Run 1, I/O nets highlighted:
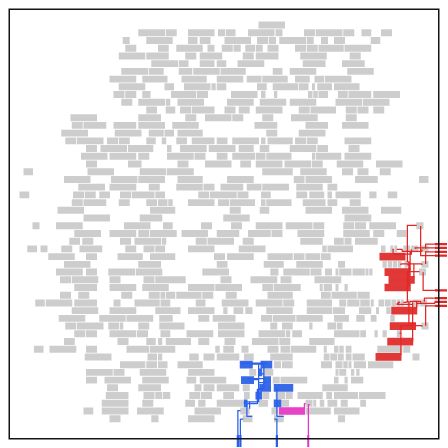
Run 1, ports around the boundary:
Pins as bars across the die edge, other pins in grey.
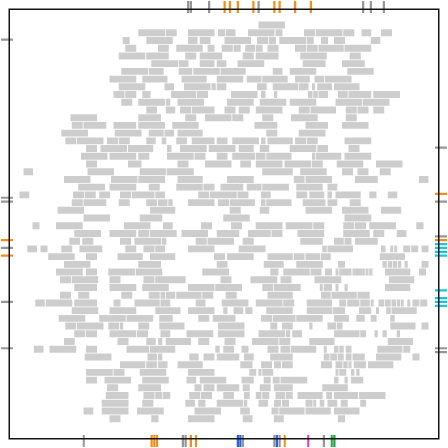
Run 1, clock wires, drivers and flops:
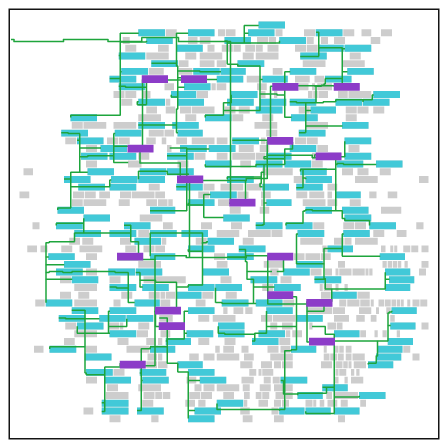
==> config.mk <==
export PLATFORM = sky130hd
export DESIGN_NAME = pueo_beam_thresh_sequencer
export DESIGN_NICKNAME = d
export VERILOG_FILES = /design/src/rtl/pueo_thresh_pkg.sv /design/src/rtl/pueo_beam_thresh_sequencer.sv
export SDC_FILE = /design/constraint.sdc
export NUM_CORES = 1
export LEC_CHECK = 0
export CELL_PAD_IN_SITES_DETAIL_PLACEMENT = 0
export CELL_PAD_IN_SITES_GLOBAL_PLACEMENT = 1
export CORE_MARGIN = 3
export CORE_UTILIZATION = 40
export CTS_CLUSTER_DIAMETER = 60
export DETAILED_ROUTE_END_ITERATION = 10
export GPL_ROUTABILITY_DRIVEN = 0
export PLACE_DENSITY = 0.7
export SYNTH_ARGS = -nofsm -noshare
export SYNTH_HDL_FRONTEND = slang
export SYNTH_SLANG_ARGS = --single-unit
==> constraint.sdc <==
create_clock -name clk_i -period 3.3 [get_ports clk_i]
set_input_delay 0.66 -clock clk_i [delete_from_list [all_inputs] [get_ports clk_i]]
set_output_delay 0.66 -clock clk_i [all_outputs]
set_load 0.1 [all_outputs]
==> qor.txt, run 1 <==
Synth flops = 181
Detail Route met2 WL = 9152 µm
Yosys chip area = 0.008391 mm²
gr usage total = 16.65%
clock buffer depth = 2
fraction of area in registers = 48.25%
Leak = 3.968 nW
outcome = completed
# rows = 52
crit path time final = 2604 ps
yosys warns = 0
Routed WL = 17,940 µm
crit path DAT = 2910 ps
Logic power comb = 4.65 mW
placed cell areas = 0.009165 mm²
HPWL Detailed = 10,980 µm
cts hold-fix bufs = 0
met2 global-route usage = 27.77%
top comb family, area = multiplexers
critical path, cell by cell = ha_1 -> ha_2 -> buf_12 -> mux4_2 -> mux2i_1 -> nor3_1 -> a221o_1
TritonCTS Sinks = 181
## Picture notes: 'I/O nets highlighted'
- magenta: wr_drop_o (bits 1; direction output; end cells 1; buffers 1; wire 14.0 µm)
- blue: thr_addr_i (bits 3; direction input; end cells 10; buffers 3; wire 111 µm)
- red: thresh_ce_o (bits 8; direction output; end cells 8; buffers 8; wire 210 µm)
PortBufs: 56
io pins: 57

## Picture notes: 'ports around the boundary'
- orange: thresh_o (pins 18; direction output; edge 8 top, 6 bottom, 2 right, 2 left)
- green: dbg_state_o (pins 2; direction output; edge bottom)
- blue: thr_addr_i (pins 3; direction input; edge bottom)
- cyan: thresh_ce_o (pins 8; direction output; edge right)
- magenta: wr_drop_o (pins 1; direction output; edge bottom)
die x size: 150.8 µm
chip height: 150.8 µm

## Picture notes: 'clock wires, drivers and flops'
- purple: cells driving clock nets (count 17)
- cyan: flip-flops (count 181)
- green: clock wires (length 2,300 µm)
- routed clock nets: 18
clk_lat worst skew: 430 ps
Clock power frac: 18.8%

Run 1, signal wires by layer:
Scale bar: 50 µm.
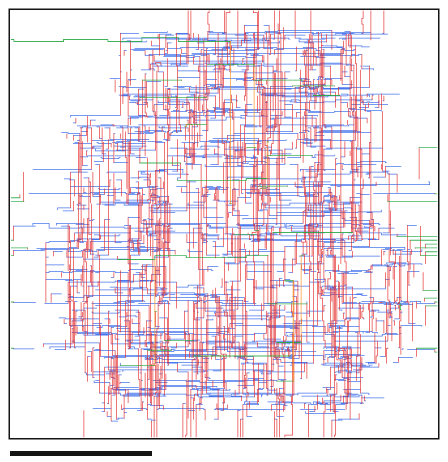

==> inputs of run 2 (changes only) <==
Clock period 3.3 ns to 2.7 ns, I/O delays scaled along.
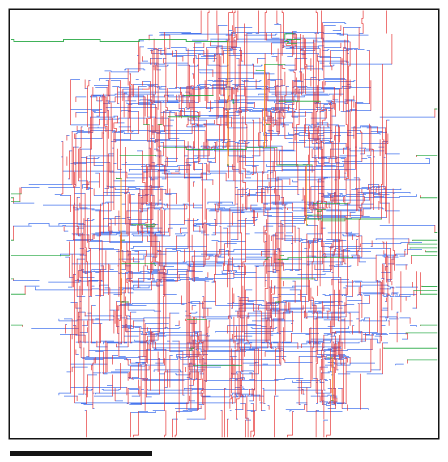
Run 2: signal wires by layer
Scale bar: 50 µm.
- red: met2 (wire length 9,450 µm)
- orange: met4 (wire length 169 µm)
- green: met3 (wire length 528 µm)
- blue: met1 (wire length 7,990 µm)
vias: 4,807
gr usage total: 16.86%

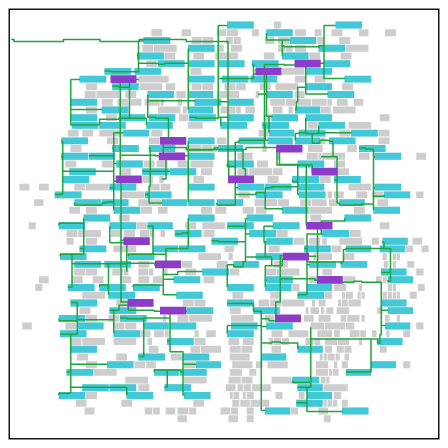
Run 2: clock wires, drivers and flops
Clock power frac: 17.4%
Clock group: 2.32 mW

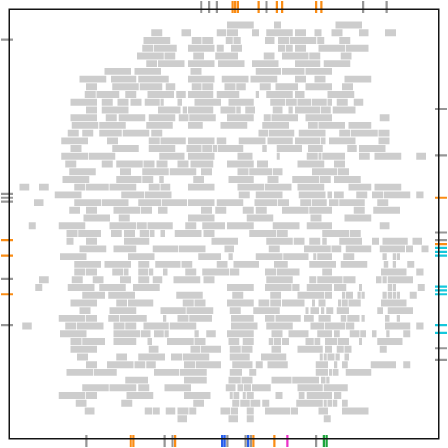
Run 2: ports around the boundary
Pins as bars across the die edge, other pins in grey.
- cyan: thresh_ce_o (pins 8; direction output; edge right)
- magenta: wr_drop_o (pins 1; direction output; edge bottom)
- orange: thresh_o (pins 18; direction output; edge 8 top, 5 bottom, 3 left, 2 right)
- blue: thr_addr_i (pins 3; direction input; edge bottom)
- green: dbg_state_o (pins 2; direction output; edge bottom)
- all pins by edge: 18 bottom, 16 right, 14 top, 9 left

==> qor.txt, run 2 <==
Multi-input gate area = 0.003473 mm²
setup bufs post-CTS = 0
clk_lat worst skew = 420 ps
io pins = 57
clock buffer depth = 2
fraction of area in registers = 48.02%
vias in the first global route = 5,096
Leak = 3.988 nW
Yosys chip area = 0.008391 mm²
crit path DAT = 2920 ps
MUX share of area = 31.82%
outcome = completed
Reg2Reg Depth = 6
die x size = 150.8 µm
Worst Path Max Fanout = 18
Synth flops = 181
placed cell areas = 0.009275 mm²
cts hold-fix bufs = 0
Routed WL = 18,140 µm
# rows = 52
PortBufs = 56
crit path time final = 2562 ps
HPWL Detailed = 11,240 µm
power share of the combinational group = 43.4%
prevailing post-synth register cell = dfstp_2
Detail Route met2 WL = 9446 µm
critical path, cell by cell = ha_1 -> ha_2 -> and2_1 -> or3_4 -> nor2_2 -> a221o_1
yosys warns = 0
top comb family, area = multiplexers
TritonCTS Sinks = 181
met2 global-route usage = 28.44%
power in sequential cells = 5.24 mW
flop-to-flop setup slack = 140 ps
Power and IR drop assume default switching activity.
